**src/rtl/mips_core.svh**
```systemverilog
// Core-wide address width shared by the MIPS pipeline blocks.
`ifndef MIPS_CORE_SVH
`define MIPS_CORE_SVH

`define ADDR_WIDTH 32

`endif

```
**src/rtl/mips_core_pkg.sv**
```systemverilog
// Shared MIPS core types: branch outcome encoding and the branch resolver FSM state.
`include "mips_core.svh"

package mips_core_pkg;

    localparam int unsigned ADDR_WIDTH = `ADDR_WIDTH;

    typedef enum logic {
        NOT_TAKEN = 1'b0,
        TAKEN     = 1'b1
    } BranchOutcome;

    typedef enum logic {
        StIdle     = 1'b0,
        StRedirect = 1'b1
    } resolver_state_e;

    function automatic BranchOutcome cond_to_outcome(input logic cond);
        return cond ? TAKEN : NOT_TAKEN;
    endfunction

endpackage

```
**src/rtl/branch_resolver_if.sv**
```systemverilog
// EX-stage branch, predictor feedback and redirect handshake bundle for branch_resolver.
// Counter signals exist only when BRANCH_PERF_CNT_EN is defined.
interface branch_resolver_if
    import mips_core_pkg::*;
#(
    parameter int unsigned CNT_WIDTH = 32
) ();

    logic                  i_ex_valid;
    logic                  i_ex_is_branch;
    logic [ADDR_WIDTH-1:0] i_ex_pc;
    BranchOutcome          i_ex_prediction;
    logic                  i_ex_cond;
    logic [ADDR_WIDTH-1:0] i_ex_recovery_target;

    logic                  o_fb_valid;
    logic [ADDR_WIDTH-1:0] o_fb_pc;
    BranchOutcome          o_fb_prediction;
    BranchOutcome          o_fb_outcome;

    logic                  o_redirect_valid;
    logic [ADDR_WIDTH-1:0] o_redirect_pc;
    logic                  i_redirect_ready;
    logic                  o_busy;

    if (CNT_WIDTH < 2) begin : g_cnt_width_check
        $error("CNT_WIDTH must be at least 2");
    end

`ifdef BRANCH_PERF_CNT_EN
    logic [CNT_WIDTH-1:0]  o_branch_count;
    logic [CNT_WIDTH-1:0]  o_mispredict_count;

    modport master (
        output i_ex_valid, i_ex_is_branch, i_ex_pc, i_ex_prediction, i_ex_cond,
               i_ex_recovery_target, i_redirect_ready,
        input  o_fb_valid, o_fb_pc, o_fb_prediction, o_fb_outcome,
               o_redirect_valid, o_redirect_pc, o_busy, o_branch_count, o_mispredict_count
    );

    modport slave (
        input  i_ex_valid, i_ex_is_branch, i_ex_pc, i_ex_prediction, i_ex_cond,
               i_ex_recovery_target, i_redirect_ready,
        output o_fb_valid, o_fb_pc, o_fb_prediction, o_fb_outcome,
               o_redirect_valid, o_redirect_pc, o_busy, o_branch_count, o_mispredict_count
    );
`else
    modport master (
        output i_ex_valid, i_ex_is_branch, i_ex_pc, i_ex_prediction, i_ex_cond,
               i_ex_recovery_target, i_redirect_ready,
        input  o_fb_valid, o_fb_pc, o_fb_prediction, o_fb_outcome,
               o_redirect_valid, o_redirect_pc, o_busy
    );

    modport slave (
        input  i_ex_valid, i_ex_is_branch, i_ex_pc, i_ex_prediction, i_ex_cond,
               i_ex_recovery_target, i_redirect_ready,
        output o_fb_valid, o_fb_pc, o_fb_prediction, o_fb_outcome,
               o_redirect_valid, o_redirect_pc, o_busy
    );
`endif

endinterface

```
**src/rtl/branch_perf_counter.sv**
```systemverilog
// Saturating event counter: increments on inc, sticks at all-ones, clears on reset.
module branch_perf_counter #(
    parameter int unsigned CNT_WIDTH = 32
) (
    input  logic                 clk,
    input  logic                 rst_n,
    input  logic                 inc,
    output logic [CNT_WIDTH-1:0] count
);

    logic [CNT_WIDTH-1:0] count_q;

    always_ff @(posedge clk) begin
        if (!rst_n) begin
            count_q <= '0;
        end else if (inc && (count_q != {CNT_WIDTH{1'b1}})) begin
            count_q <= count_q + 1'b1;
        end
    end

    assign count = count_q;

endmodule

```
**src/rtl/branch_resolver.sv**
```systemverilog
// Resolves EX-stage conditional branches: 1-cycle predictor feedback plus a held redirect
// on mispredict. Optional performance counters under BRANCH_PERF_CNT_EN.
module branch_resolver
    import mips_core_pkg::*;
#(
    parameter int unsigned CNT_WIDTH = 32
) (
    input logic              clk,
    input logic              rst_n,
    branch_resolver_if.slave bus
);

    resolver_state_e       state_q, state_d;
    logic                  accept;
    logic                  mispredict;
    BranchOutcome          outcome;

    logic                  fb_valid_q;
    logic [ADDR_WIDTH-1:0] fb_pc_q;
    BranchOutcome          fb_pred_q;
    BranchOutcome          fb_outcome_q;
    logic [ADDR_WIDTH-1:0] redirect_pc_q;

    if (CNT_WIDTH < 2) begin : g_cnt_width_check
        $error("CNT_WIDTH must be at least 2");
    end

    // While a redirect is pending every EX instruction is wrong-path, so nothing is accepted.
    always_comb begin
        accept     = bus.i_ex_valid & bus.i_ex_is_branch & (state_q == StIdle);
        outcome    = cond_to_outcome(bus.i_ex_cond);
        mispredict = accept & (outcome != bus.i_ex_prediction);
    end

    always_ff @(posedge clk) begin
        if (!rst_n) begin
            state_q <= StIdle;
        end else begin
            state_q <= state_d;
        end
    end

    always_comb begin
        state_d = state_q;
        case (state_q)
            StIdle: begin
                if (mispredict) begin
                    state_d = StRedirect;
                end
            end
            StRedirect: begin
                if (bus.i_redirect_ready) begin
                    state_d = StIdle;
                end
            end
            default: state_d = StIdle;
        endcase
    end

    // Feedback data only loads on acceptance so it holds between pulses.
    always_ff @(posedge clk) begin
        if (!rst_n) begin
            fb_valid_q    <= 1'b0;
            fb_pc_q       <= '0;
            fb_pred_q     <= NOT_TAKEN;
            fb_outcome_q  <= NOT_TAKEN;
            redirect_pc_q <= '0;
        end else begin
            fb_valid_q <= accept;
            if (accept) begin
                fb_pc_q      <= bus.i_ex_pc;
                fb_pred_q    <= bus.i_ex_prediction;
                fb_outcome_q <= outcome;
            end
            if (mispredict) begin
                redirect_pc_q <= bus.i_ex_recovery_target;
            end
        end
    end

    always_comb begin
        bus.o_fb_valid       = fb_valid_q;
        bus.o_fb_pc          = fb_pc_q;
        bus.o_fb_prediction  = fb_pred_q;
        bus.o_fb_outcome     = fb_outcome_q;
        bus.o_redirect_valid = (state_q == StRedirect);
        bus.o_redirect_pc    = redirect_pc_q;
        bus.o_busy           = (state_q == StRedirect);
    end

`ifdef BRANCH_PERF_CNT_EN
    branch_perf_counter #(
        .CNT_WIDTH(CNT_WIDTH)
    ) u_branch_cnt (
        .clk  (clk),
        .rst_n(rst_n),
        .inc  (accept),
        .count(bus.o_branch_count)
    );

    branch_perf_counter #(
        .CNT_WIDTH(CNT_WIDTH)
    ) u_mispredict_cnt (
        .clk  (clk),
        .rst_n(rst_n),
        .inc  (mispredict),
        .count(bus.o_mispredict_count)
    );
`endif

endmodule

```
**src/flat_wrapper.sv**
```systemverilog
// flat-port wrapper written by rule: the top's interface ports become plain ports
module branch_resolver_flat import mips_core_pkg::*;
#(
    parameter int unsigned CNT_WIDTH = 32
)
  (clk, rst_n, bus_i_ex_valid, bus_i_ex_is_branch, bus_i_ex_pc, bus_i_ex_prediction, bus_i_ex_cond, bus_i_ex_recovery_target, bus_i_redirect_ready, bus_o_fb_valid, bus_o_fb_pc, bus_o_fb_prediction, bus_o_fb_outcome, bus_o_redirect_valid, bus_o_redirect_pc, bus_o_busy);
  branch_resolver_if #(.CNT_WIDTH(CNT_WIDTH)) bus_i ();
  input logic clk;
  input logic rst_n;
  input wire logic [$bits(bus_i.i_ex_valid)-1:0] bus_i_ex_valid;
  input wire logic [$bits(bus_i.i_ex_is_branch)-1:0] bus_i_ex_is_branch;
  input wire logic [$bits(bus_i.i_ex_pc)-1:0] bus_i_ex_pc;
  input wire logic [$bits(bus_i.i_ex_prediction)-1:0] bus_i_ex_prediction;
  input wire logic [$bits(bus_i.i_ex_cond)-1:0] bus_i_ex_cond;
  input wire logic [$bits(bus_i.i_ex_recovery_target)-1:0] bus_i_ex_recovery_target;
  input wire logic [$bits(bus_i.i_redirect_ready)-1:0] bus_i_redirect_ready;
  output wire logic [$bits(bus_i.o_fb_valid)-1:0] bus_o_fb_valid;
  output wire logic [$bits(bus_i.o_fb_pc)-1:0] bus_o_fb_pc;
  output wire logic [$bits(bus_i.o_fb_prediction)-1:0] bus_o_fb_prediction;
  output wire logic [$bits(bus_i.o_fb_outcome)-1:0] bus_o_fb_outcome;
  output wire logic [$bits(bus_i.o_redirect_valid)-1:0] bus_o_redirect_valid;
  output wire logic [$bits(bus_i.o_redirect_pc)-1:0] bus_o_redirect_pc;
  output wire logic [$bits(bus_i.o_busy)-1:0] bus_o_busy;
  assign bus_i.i_ex_valid = bus_i_ex_valid;
  assign bus_i.i_ex_is_branch = bus_i_ex_is_branch;
  assign bus_i.i_ex_pc = bus_i_ex_pc;
  assign bus_i.i_ex_prediction = bus_i_ex_prediction;
  assign bus_i.i_ex_cond = bus_i_ex_cond;
  assign bus_i.i_ex_recovery_target = bus_i_ex_recovery_target;
  assign bus_i.i_redirect_ready = bus_i_redirect_ready;
  assign bus_o_fb_valid = bus_i.o_fb_valid;
  assign bus_o_fb_pc = bus_i.o_fb_pc;
  assign bus_o_fb_prediction = bus_i.o_fb_prediction;
  assign bus_o_fb_outcome = bus_i.o_fb_outcome;
  assign bus_o_redirect_valid = bus_i.o_redirect_valid;
  assign bus_o_redirect_pc = bus_i.o_redirect_pc;
  assign bus_o_busy = bus_i.o_busy;
  branch_resolver #(.CNT_WIDTH(CNT_WIDTH)) u_core (.clk(clk), .rst_n(rst_n), .bus(bus_i));
endmodule
```
**config.mk**
```make
export PLATFORM = sky130hd
export DESIGN_NAME = branch_resolver_flat
export DESIGN_NICKNAME = d
export VERILOG_FILES = /design/src/rtl/mips_core_pkg.sv /design/src/rtl/branch_resolver_if.sv /design/src/rtl/branch_perf_counter.sv /design/src/rtl/branch_resolver.sv /design/src/flat_wrapper.sv
export VERILOG_INCLUDE_DIRS = /design/src /design/src/rtl
export SDC_FILE = /design/constraint.sdc
export NUM_CORES = 1
export LEC_CHECK = 0
export CORE_MARGIN = 5
export CORE_UTILIZATION = 42
export DETAILED_ROUTE_END_ITERATION = 16
export HOLD_SLACK_MARGIN = 0.03
export PLACE_DENSITY = 0.85
export SYNTH_ARGS = -nofsm -noshare
export SYNTH_HDL_FRONTEND = slang
export SYNTH_SLANG_ARGS = --single-unit
```
**constraint.sdc**
```tcl
create_clock -name clk -period 2.2 [get_ports clk]
set_clock_uncertainty 0.2 [all_clocks]
set_input_delay 0.44 -clock clk [delete_from_list [all_inputs] [get_ports clk]]
set_output_delay 0.44 -clock clk [all_outputs]
set_load 0.02 [all_outputs]
```
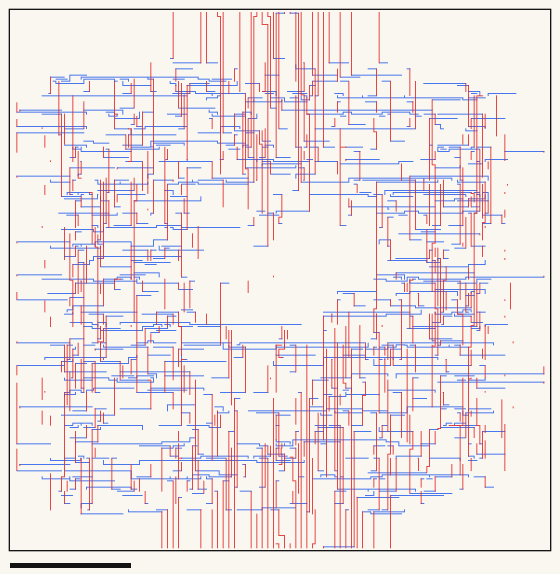
*Signal wires by layer, run 1*
Scale bar: 20 um. Two of the layers only.
| layer | color | wire length |
|---|---|---|
| metal 2 | red | 2970 um |
| metal 1 | blue | 2790 um |

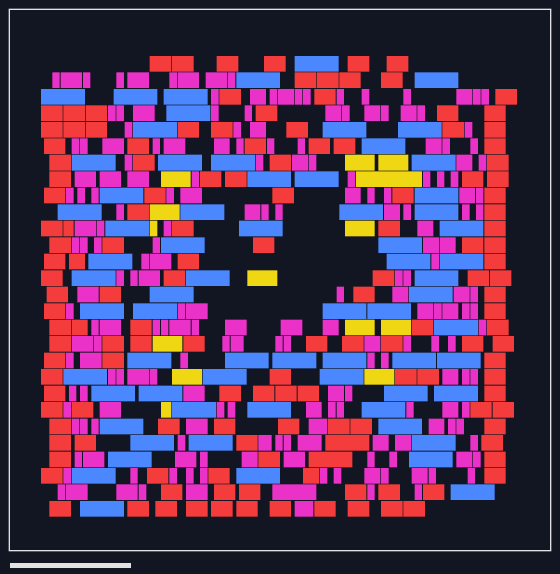
*Placement by cell class, run 1*
Scale bar: 20 um.
| class | color | cells | share of their area |
|---|---|---|---|
| combinational and other logic | magenta | 205 | 28% |
| sequential cells | blue | 68 | 33% |
| clock drivers and dummy loads | yellow | 14 | 4.6% |
| remaining buffers and delay cells | red | 144 | 35% |

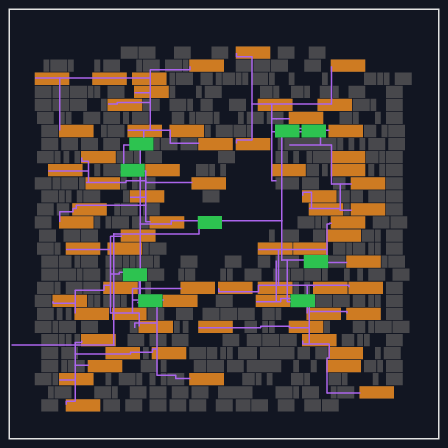
*Clock network drawn from the DEF, run 1*
[clock wires] purple | length: 793 um
[flip-flops] orange | count: 68
[clock drivers] green | count: 9
routed clock nets: 10

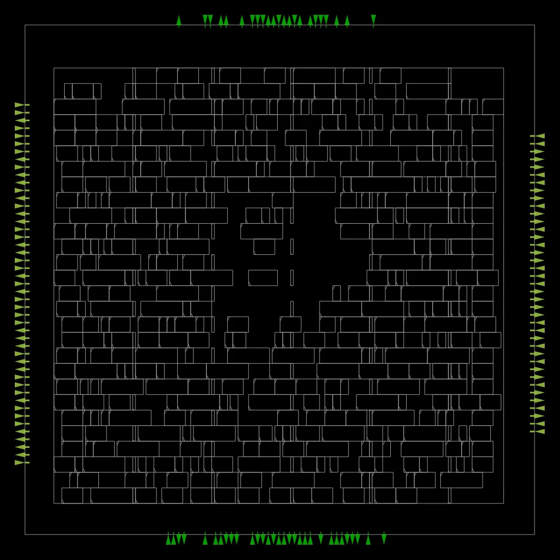
*Cell placement, run 1*
Core ar.: 5990 um^2
Finished Layout Cells: 506
flop share of the area: 32.2%
# Taps: 75

==> job_summary.md, run 1 <==
### Flow metrics

| Metric | Value |
|---|---|
| Status | complete, no violations |
| Commonest Layout Cell | clkdlybuf4s50_1 |
| Period utilisation layout | 89.8% |
| Post-Synth XOR/XNOR Area | less than 1% |
| Comb. cell area | roughly 1100 um^2 |
| Critical path depth | 1 |
| Share of layout cells above drive strength 1 | 4.87% |
| Max_cap viols | 0 |
| FF-to-FF setup slack | 0.75 ns |
| Met2 wire length | approximately 3.0 mm |
| Top cell family by delay on the critical path | buffers and inverters |
| Dpl cell area | 4040 um^2 |
| Starting DRT DRC Count | 78 |
| Registers | 68 |
| Top Metal Used | met4 |
| Pins Over Slew Limit | 0 |
| Crit path from | u_core.bus.o_busy$_SDFF_PN0_ |
| Top comb family, area | simple AND/OR/NAND/NOR gates |
| Seq. pwr | 1310 uW |
| Min-delay src | u_core.bus.o_redirect_pc[17]$_SDFFE_PN0P_ |
| Die x size | 89.1 um |
| Fin area | 4230 um^2 |
| Clk Latency, worst-skew pair | 0.32 ns |
| Synth area leader | dfxtp_1 |
| Vias | 2355 |
| IO buf count | 139 |
| Pin count of the biggest net entering global routing | 52 |
| Critical Path AT | roughly 1.3 ns |
| Standard-cell rows | 28 |
| Post-synth EDFFs | 0 |
| Final setup TNS | 0 ns |
| Crit Path Max Fanout | 5 |
| Most numerous logic cells after layout | clkdlybuf4s50_1 (138), nand2_1 (132), dfxtp_1 (68) |
| Hold Violations, Final | 0 |
| Hold WS | 0.259 ns |
| GRT Util Overall | 17.1% |
| Drt pass-1 iters | 4 |
| Height of the die | 89.1 um |
| Switch share | 23.6% |
| Synth unique cells | 15 |
| Number of cells in Yosys stat | 295 |
| Synth warn | 0 |
| Pwr top | registers |
| Multi-input gates | 205 |
| Min Tclk post-route | a little under 2 ns |
| Flop area | between 1000 and 1500 um^2 |
| Slowest stage cell on the critical path | clkdlybuf4s50_1 |
| Setup WS post-layout | 0.225 ns |
| Internal power | 2120 uW |
| MUX area fraction | 12.2% |
| Clock power frac | between 30% and 40% |
| Wl on met1 | around 2.8 mm |
| Maximum vdd drop | 0.554 mV |
| Met2 Use GR | 27.1% |
| Max-area cell share | just over 50% |
| Dpl hpwl | 4.98 mm |
| Switching power total | 657 uW |
| Combinational fraction of design power | between 15 and 20% |
| Layout fillers | 469 |
| Final wirelength | 6.77 mm |
| Io pins | 140 |
| Ys flop type | dfxtp_1 |
| Seq share, synth | 51.8% |
| Drc violations | 0 |
| FF-to-FF Start | u_core.bus.o_busy$_SDFF_PN0_ |
| Total Power | roughly 2800 uW |
| First-pass GRT wire length | 10.7 mm |
| Hold Path End | u_core.bus.o_redirect_pc[17]$_SDFFE_PN0P_ |
| CP Launch Type | register |
| CP Cell Sequence | clkdlybuf4s50_1 |
| Worst Max-Slew Pin Slew | approximately 0.44 ns |
| P_clk | 993 uW |
| Mean number of vias per cell | ~4.7 |
| Crit path to | bus_o_redirect_valid |
| Top cells by count | nand2_1 (132), dfxtp_1 (68), a21boi_0 (34), mux2i_1 (32), clkbuf_1 (11) |
| GRT met1 Usage | 20.5% |
| Fmax | 0.506 GHz |
| Crit path DRT | 1.56 ns |
| Compound-Gate Fraction of Synth Area | roughly 10% |
| Comb/total area | 26.9% |
| Layout non-clock buf frac | 34.2% |
| Total grt overflow | 0 |
| Chip Area, Yosys | 2630 um^2 |
| Hold-fix buffer count after cts | 0 |
### PDN straps and rails, run 1

Scale bar: 20 um. Pins as bars on the die edge. Tap cells in gray.
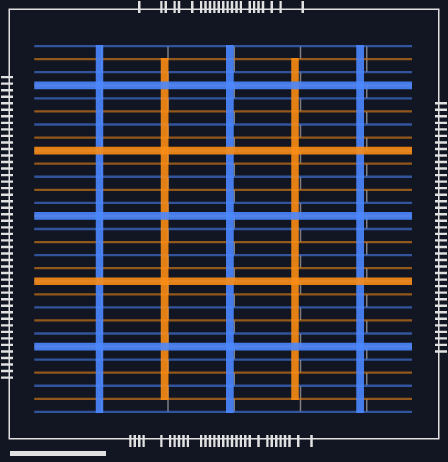

## Run 2: what changed since run 1
--- a/config.mk
+++ b/config.mk
@@ -7,10 +7,10 @@
 export NUM_CORES = 1
 export LEC_CHECK = 0
 export CORE_MARGIN = 5
-export CORE_UTILIZATION = 42
+export CORE_UTILIZATION = 39
 export DETAILED_ROUTE_END_ITERATION = 16
 export HOLD_SLACK_MARGIN = 0.03
-export PLACE_DENSITY = 0.85
+export PLACE_DENSITY = 0.8
 export SYNTH_ARGS = -nofsm -noshare
 export SYNTH_HDL_FRONTEND = slang
 export SYNTH_SLANG_ARGS = --single-unit
==> constraint.sdc (replaced) <==
create_clock -name clk -period 1.9 [get_ports clk]
set_clock_uncertainty 0.2 [all_clocks]
set_input_delay 0.38 -clock clk [delete_from_list [all_inputs] [get_ports clk]]
set_output_delay 0.38 -clock clk [all_outputs]
set_load 0.02 [all_outputs]
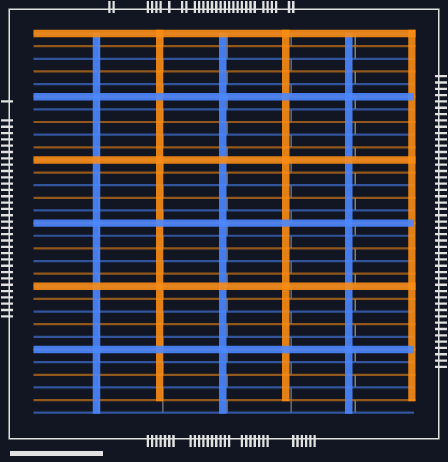
*PDN straps and rails, run 2*
Scale bar: 20 um. Pins as bars on the die edge. Tap cells in gray.
| net | color |
|---|---|
| VDD | orange |
| VSS | blue |
met1 rails: 31
met5 straps: 6
tap cells: 80
rows: 30

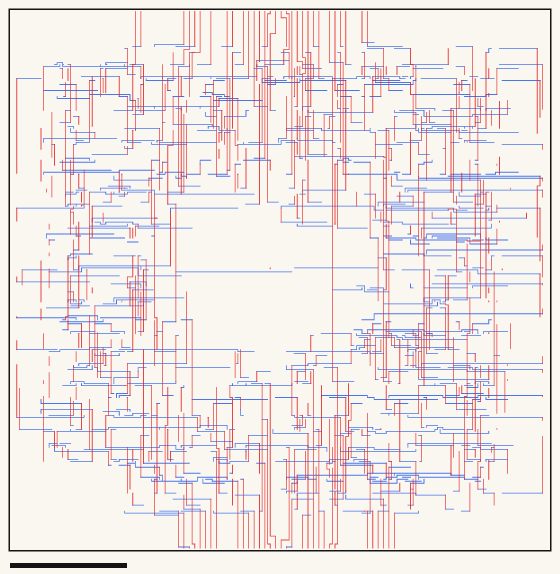
*Signal wires by layer, run 2*
Scale bar: 20 um. Two of the layers only.
| layer | color | wire length |
|---|---|---|
| metal 2 | red | 3310 um |
| metal 1 | blue | 2990 um |

==> run 2 against run 1 <==
Net effect: clock-buffer cell count is 1 lower; non-clock buffer count is 2 higher; first-iteration DRC count is 22% higher; area after synthesis stayed put; design area is 4.2% higher; hold slack worse by 0.0048 ns; via count is 1.2% higher; die area is 6.8% higher; combinational power is 16% higher.
==> job_summary.md, run 2 <==
### Flow metrics

| Metric | Value |
|---|---|
| Starting DRT DRC Count | 95 (+22%) |
| Post-CTS Resized | 3 |
| Multi-input gates | 205 (unchanged) |
| Comb/total area | 25.8% (-1.1 points) |
| Clock power frac | 38.3% (+2.6 points) |
| Max-area cell share | 51.8% (unchanged) |
| Met2 Use GR | 25.9% (-1.2 points) |
| Die x size | 92.1 um (+3.3%) |
| Hold Path End | u_core.bus.o_redirect_pc[16]$_SDFFE_PN0P_ |
| Ys flop type | dfxtp_1 |
| Top cell family by delay on the critical path | buffers and inverters |
| First-pass GRT wire length | 10.8 mm (+0.84%) |
| Setup WS post-layout | 0.0468 ns (-0.178 ns) |
| Inverters | 0 |
| Flop share of the area | 30.9% (-1.3 points) |
| P_comb | 546 uW |
| Synth unique cells | 15 (unchanged) |
| Top comb family, area | simple AND/OR/NAND/NOR gates |
| Async set-reset flop share out of synthesis | 0% |
| Layout non-clock buf frac | 36.1% (+1.9 points) |
| Min-delay src | u_core.bus.o_redirect_pc[16]$_SDFFE_PN0P_ |
| P_clk | 1280 uW (+29%) |
| Synthesized net count | about 370 |
| Drt pass-1 iters | 4 (unchanged) |
| Number of cells in Yosys stat | 295 (unchanged) |
| GRT Util Overall | 15.9% (-1.2 points) |
| Dpl cell area | 4080 um^2 (+0.84%) |
| RSZ-0062 raised after global routing | false |
| Vias in the first global route | 2265 |
| Min Tclk post-route | 1.85 ns |
| Worst r2r path cells | 4 |
| Max_cap viols | 0 (unchanged) |
| Slowest stage cell on the critical path | clkdlybuf4s50_1 |
| Most numerous logic cells after layout | nand2_1 (132), clkdlybuf4s50_1 (87), dfxtp_1 (68) |
| Biggest area cells | dfxtp_1 (52%), nand2_1 (19%), mux2i_1 (12%) |
| CTS tree | built |
| Registers | 68 (unchanged) |
| Switching power total | 787 uW (+20%) |
| Dpl hpwl | 4.89 mm (-1.9%) |
| Fin area | 4410 um^2 (+4.2%) |
| Layout fillers | 538 (+15%) |
| Compound-Gate Fraction of Synth Area | 10.0% (unchanged) |
| Flop area | 1360 um^2 (unchanged) |
| Worst Max-Slew Pin Slew | 0.368 ns (-0.0686 ns) |
| Post-CTS Setup Bufs | 0 |
| FF-to-FF setup slack | 0.43 ns (-0.32 ns) |
| Final setup TNS | 0 ns (unchanged) |
| Final setup viols | 0 |
| Share of layout cells above drive strength 1 | 5.75% (+0.87 points) |
| Commonest Layout Cell | nand2_1 |
| Internal power | 2560 uW (+21%) |
| # Taps | 80 (+6.7%) |
| Hold-fix buffer count after cts | 0 (unchanged) |
| Wl on met1 | 2.99 mm (+7.1%) |
| Setup WS pre-CTS | -0.0807 ns |
| Initial antenna violation count | 0 |
| Final wirelength | 6.92 mm (+2.2%) |
| CP Cell Sequence | clkdlybuf4s50_1 |
| Maximum vdd drop | 0.374 mV (-32%) |
| Fmax | 0.540 GHz |
| Standard-cell rows | 30 (+7.1%) |
| Hold crit path type | reg -> reg |
| Chip Area, Yosys | 2630 um^2 (unchanged) |
| Leak pwr | 0.00243 uW |
| Leading cell kind | non-clock buffers |
| Pin count of the biggest net entering global routing | 101 (+94%) |
| Crit path to | bus_o_fb_pc[17] |
| CP Launch Type | register |
| MUX area fraction | 12.2% (unchanged) |
| Adder-cell share of the synthesized area | 0% |
| Post-synth EDFFs | 0 (unchanged) |
| Root buf cell | clkbuf_8 |
| Switch share | 23.5% (-0.11 points) |
| Final core utilization | 66.0% |
| GRT met1 Usage | 18.6% (-1.8 points) |
| Post-Syn Instances | 295 |
| Worst-case clock buffer depth | 2 |
| Crit path from | u_core.bus.o_fb_pc[17]$_SDFFE_PN0P_ |
| Hold WS | 0.255 ns (-0.00479 ns) |
| Seq. pwr | 1520 uW (+16%) |
| Combinational fraction of design power | 16.3% (-0.7 points) |
| Status | complete, no violations |
| Element type at the critical path end | primary output |
| Finished Layout Cells | 515 (+1.8%) |
| Critical path depth | 1 (unchanged) |
| Pwr top | registers |
| Clock Pin Slew Worst Setup and Hold Paths | around 0.070 ns |
| Mean number of vias per cell | 4.63 (-0.54%) |
| Crit Path Max Fanout | 2 (-3) |
| Met3 routed WL | 562 um |
| Height of the die | 92.1 um (+3.3%) |
| Ant. Diodes | 0 |
| Clk Latency, worst-skew pair | 0.32 ns (about the same) |
| Critical Path AT | 1.27 ns (-0.07 ns) |
| Initial Util | 39.3% |
| Total Power | 3350 uW (+20%) |
| Crit path DRT | 1.32 ns (-0.24 ns) |
| IO buf count | 139 (unchanged) |
| Comb. cell area | 1140 um^2 (unchanged) |
| CP peak stage delay | 0.62 ns |
| Total grt overflow | 0 (unchanged) |
| Simple-gate share of the synthesized area | 20.8% |
| Max_slew headroom | 75.4% |
| Vias | 2384 (+1.2%) |
| Drc violations | 0 (unchanged) |
| Syn-to-layout area delta | 67.8% |
| Min-Delay Path Depth | 2 |
| Io pins | 140 (unchanged) |
| Top cells by count | nand2_1 (132), dfxtp_1 (68), a21boi_0 (34), mux2i_1 (32), clkbuf_1 (11) |
| Synth warn | 0 (unchanged) |
| Met2 wire length | 3.31 mm (+11%) |
| Seq share, synth | 51.8% (unchanged) |
| Synth area leader | dfxtp_1 |
| Layout Nets | 501 |
| Core ar. | 6680 um^2 (+12%) |
| Post-Synth XOR/XNOR Area | 0.333% (unchanged) |
| Hold Violations, Final | 0 (unchanged) |
| Buffers excl. clock | 146 |
| Pins Over Slew Limit | 0 (unchanged) |
| Grt met3 use | between 5 and 6% |
| FF-to-FF Start | u_core.bus.o_busy$_SDFF_PN0_ |
| Period utilisation layout | approximately 98% |
| Top Metal Used | met4 |
### Placement by cell class, run 2

Scale bar: 20 um.
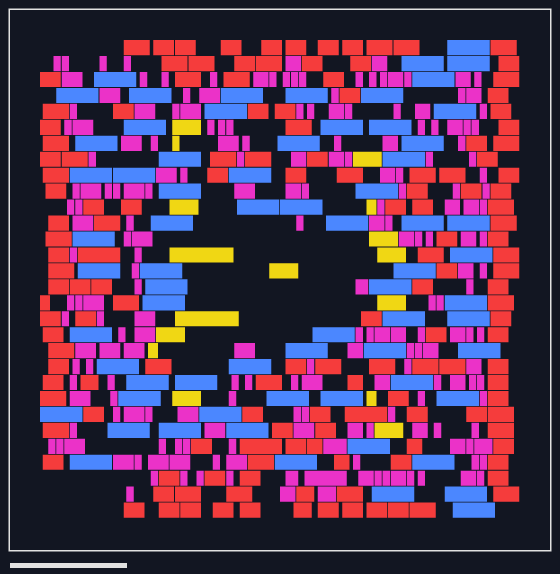

## Run 3: what changed since run 2
--- a/config.mk
+++ b/config.mk
@@ -10,7 +10,7 @@
 export CORE_UTILIZATION = 39
 export DETAILED_ROUTE_END_ITERATION = 16
 export HOLD_SLACK_MARGIN = 0.03
-export PLACE_DENSITY = 0.8
+export PLACE_DENSITY_LB_ADDON = 0.2
 export SYNTH_ARGS = -nofsm -noshare
 export SYNTH_HDL_FRONTEND = slang
 export SYNTH_SLANG_ARGS = --single-unit
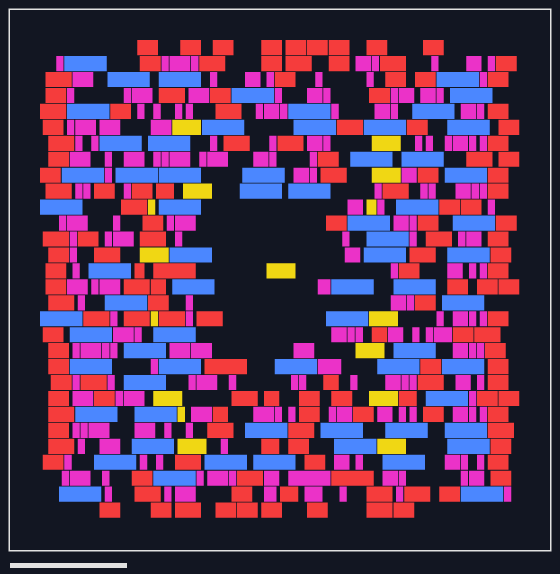
*Placement by cell class, run 3*
Scale bar: 20 um.
| class | color | cells | share of their area |
|---|---|---|---|
| combinational and other logic | magenta | 205 | 27% |
| clock drivers and dummy loads | yellow | 16 | 4.2% |
| sequential cells | blue | 68 | 32% |
| remaining buffers and delay cells | red | 147 | 37% |

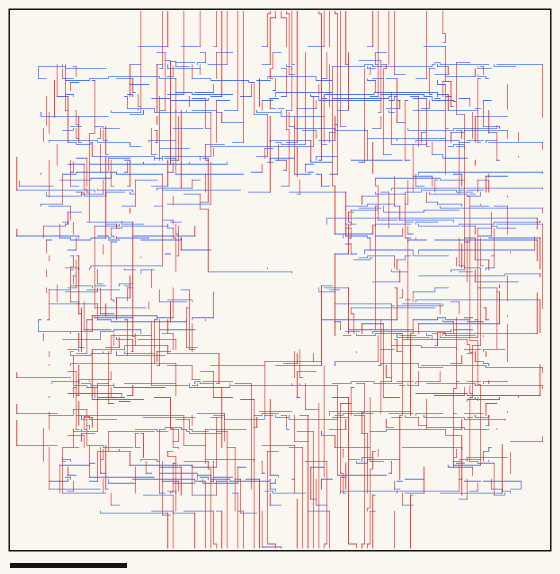
*Signal wires by layer, run 3*
Scale bar: 20 um. Two of the layers only.
| layer | color | wire length |
|---|---|---|
| metal 2 | red | 2890 um |
| metal 1 | blue | 2940 um |

==> run 3 against run 2 <==
Net effect: total power down 6.1%; area after synthesis unchanged; cell count up 0.19%; non-clock buffer count up 1; clock-buffer cell count up 4; critical path type unchanged.
==> job_summary.md, run 3 <==
### Flow metrics

| Metric | Value |
|---|---|
| Final wirelength | 6.67 mm (-3.7%) |
| Top cells by count | nand2_1 (132), dfxtp_1 (68), a21boi_0 (34), mux2i_1 (32), clkbuf_1 (11) |
| Setup WS post-layout | 0.0464 ns (-0.000410 ns) |
| Dpl hpwl | 4.71 mm (-3.5%) |
| Crit path from | u_core.bus.o_fb_prediction$_SDFFE_PN0P_ |
| Root buf cell | clkbuf_8 |
| Top Metal Used | met4 |
| Pin count of the biggest net entering global routing | 61 (-40%) |
| Hold Violations, Final | 0 (unchanged) |
| Initial antenna violation count | 0 (unchanged) |
| Min-Delay Path Depth | 2 (unchanged) |
| Share of layout cells above drive strength 1 | 5.50% (-0.24 points) |
| Crit Path Max Fanout | 2 (unchanged) |
| FF-to-FF Start | u_core.bus.o_busy$_SDFF_PN0_ |
| Clock buf/inv share | 4.15% |
| Max_cap viols | 0 (unchanged) |
| Layout fillers | 574 (+6.7%) |
| Flop area | 1360 um^2 (unchanged) |
| Post-synth EDFFs | 0 (unchanged) |
| Wl on met1 | 2.94 mm (-1.6%) |
| Leak pwr | 0.00234 uW (-3.8%) |
| GRT met1 Usage | 19.4% (+0.76 points) |
| Hold Path End | u_core.bus.o_redirect_pc[23]$_SDFFE_PN0P_ |
| Registers | 68 (unchanged) |
| Leading cell kind | non-clock buffers |
| Post-Syn Instances | 295 (unchanged) |
| Post-Synth XOR/XNOR Area | 0.333% (unchanged) |
| Inverters | 0 (unchanged) |
| Crit path to | bus_o_fb_prediction |
| Mean number of vias per cell | 4.54 (-1.8%) |
| Synth warn | 0 (unchanged) |
| Element type at the critical path end | primary output |
| Starting DRT DRC Count | 68 (-28%) |
| Met2 Use GR | 24.8% (-1.0 points) |
| Drt pass-1 iters | 4 (unchanged) |
| Critical path depth | 1 (unchanged) |
| Io pins | 140 (unchanged) |
| Clk Latency, worst-skew pair | 0.33 ns (about the same) |
| Worst Max-Slew Pin Slew | 0.366 ns (-0.00275 ns) |
| Clock Pin Slew Worst Setup and Hold Paths | 0.07 ns (about the same) |
| Seq. pwr | 1520 uW (about the same) |
| Hold-fix buffer count after cts | 0 (unchanged) |
| Dpl cell area | 4090 um^2 (+0.18%) |
| Max-area cell share | 51.8% (unchanged) |
| FF-to-FF setup slack | 0.45 ns (+0.02 ns) |
| RSZ-0062 raised after global routing | false |
| CP Launch Type | register |
| Comb/total area | 26.1% (+0.24 points) |
| Synth area leader | dfxtp_1 |
| Min Tclk post-route | 1.85 ns (+0.000410 ns) |
| Ant. Diodes | 0 (unchanged) |
| Flop share of the area | 31.2% (+0.29 points) |
| Status | complete, no violations |
| Drc violations | 0 (unchanged) |
| Buffers excl. clock | 147 (+0.68%) |
| Most numerous logic cells after layout | nand2_1 (132), clkdlybuf4s50_1 (91), dfxtp_1 (68) |
| Final core utilization | 65.4% (-0.62 points) |
| Async set-reset flop share out of synthesis | 0% (unchanged) |
| Final setup viols | 0 (unchanged) |
| Grt met3 use | 7.71% (+1.7 points) |
| Vias in the first global route | 2266 (+0.044%) |
| First-pass GRT wire length | 11.0 mm (+2.1%) |
| Clock power frac | 34.3% (-4.0 points) |
| Vias | 2345 (-1.6%) |
| Biggest area cells | dfxtp_1 (52%), nand2_1 (19%), mux2i_1 (12%) |
| Chip Area, Yosys | 2630 um^2 (unchanged) |
| Adder-cell share of the synthesized area | 0% (unchanged) |
| Layout Nets | 502 (+0.20%) |
| P_clk | 1080 uW (-16%) |
| Met2 wire length | 2.89 mm (-13%) |
| Initial Util | 39.3% (unchanged) |
| Ys flop type | dfxtp_1 |
| Seq share, synth | 51.8% (unchanged) |
| P_comb | 545 uW (about the same) |
| Min-delay src | u_core.bus.o_redirect_pc[23]$_SDFFE_PN0P_ |
| Combinational fraction of design power | 17.3% (+1.0 points) |
| IO buf count | 139 (unchanged) |
| Top cell family by delay on the critical path | buffers and inverters |
| Synthesized cell area | 2630 um^2 |
| Crit path DRT | 1.32 ns (about the same) |
| MUX area fraction | 12.2% (unchanged) |
| Pwr top | registers |
| # Taps | 80 (unchanged) |
| Syn-to-layout area delta | 66.2% |
| Hold WS | 0.254 ns (-0.000499 ns) |
| Core ar. | 6680 um^2 (unchanged) |
| Number of cells in Yosys stat | 295 (unchanged) |
| Total Power | 3140 uW (-6.1%) |
| Internal power | 2370 uW (-7.3%) |
| Compound-Gate Fraction of Synth Area | 10.0% (unchanged) |
| Fin area | 4370 um^2 (-0.94%) |
| Maximum vdd drop | 0.371 mV (-0.87%) |
| Worst r2r path cells | 4 (unchanged) |
| Worst-case clock buffer depth | 2 (unchanged) |
| Top comb family, area | simple AND/OR/NAND/NOR gates |
| Finished Layout Cells | 516 (+0.19%) |
| Setup WS pre-CTS | -0.158 ns (-0.0770 ns) |
| CP Cell Sequence | clkdlybuf4s50_1 |
| GRT Util Overall | 16.2% (+0.27 points) |
| Simple-gate share of the synthesized area | 20.8% (unchanged) |
| Slowest stage cell on the critical path | clkdlybuf4s50_1 |
| Synthesized net count | 366 (unchanged) |
| Commonest Layout Cell | nand2_1 |
| Switching power total | 768 uW (-2.5%) |
| Fmax | 0.539 GHz (about the same) |
| Comb. cell area | 1140 um^2 (unchanged) |
| Total grt overflow | 0 (unchanged) |
| Pins Over Slew Limit | 0 (unchanged) |
| Period utilisation layout | 97.6% (about the same) |
| Final setup TNS | 0 ns (unchanged) |
| Hold crit path type | reg -> reg |
| Post-CTS Setup Bufs | 0 (unchanged) |
| Critical Path AT | 1.27 ns (about the same) |
| Post-CTS Resized | 4 (+1) |
| Max_slew headroom | 75.6% (+0.18 points) |
Power figures rest on the tool's default switching activity, not on a simulated workload.
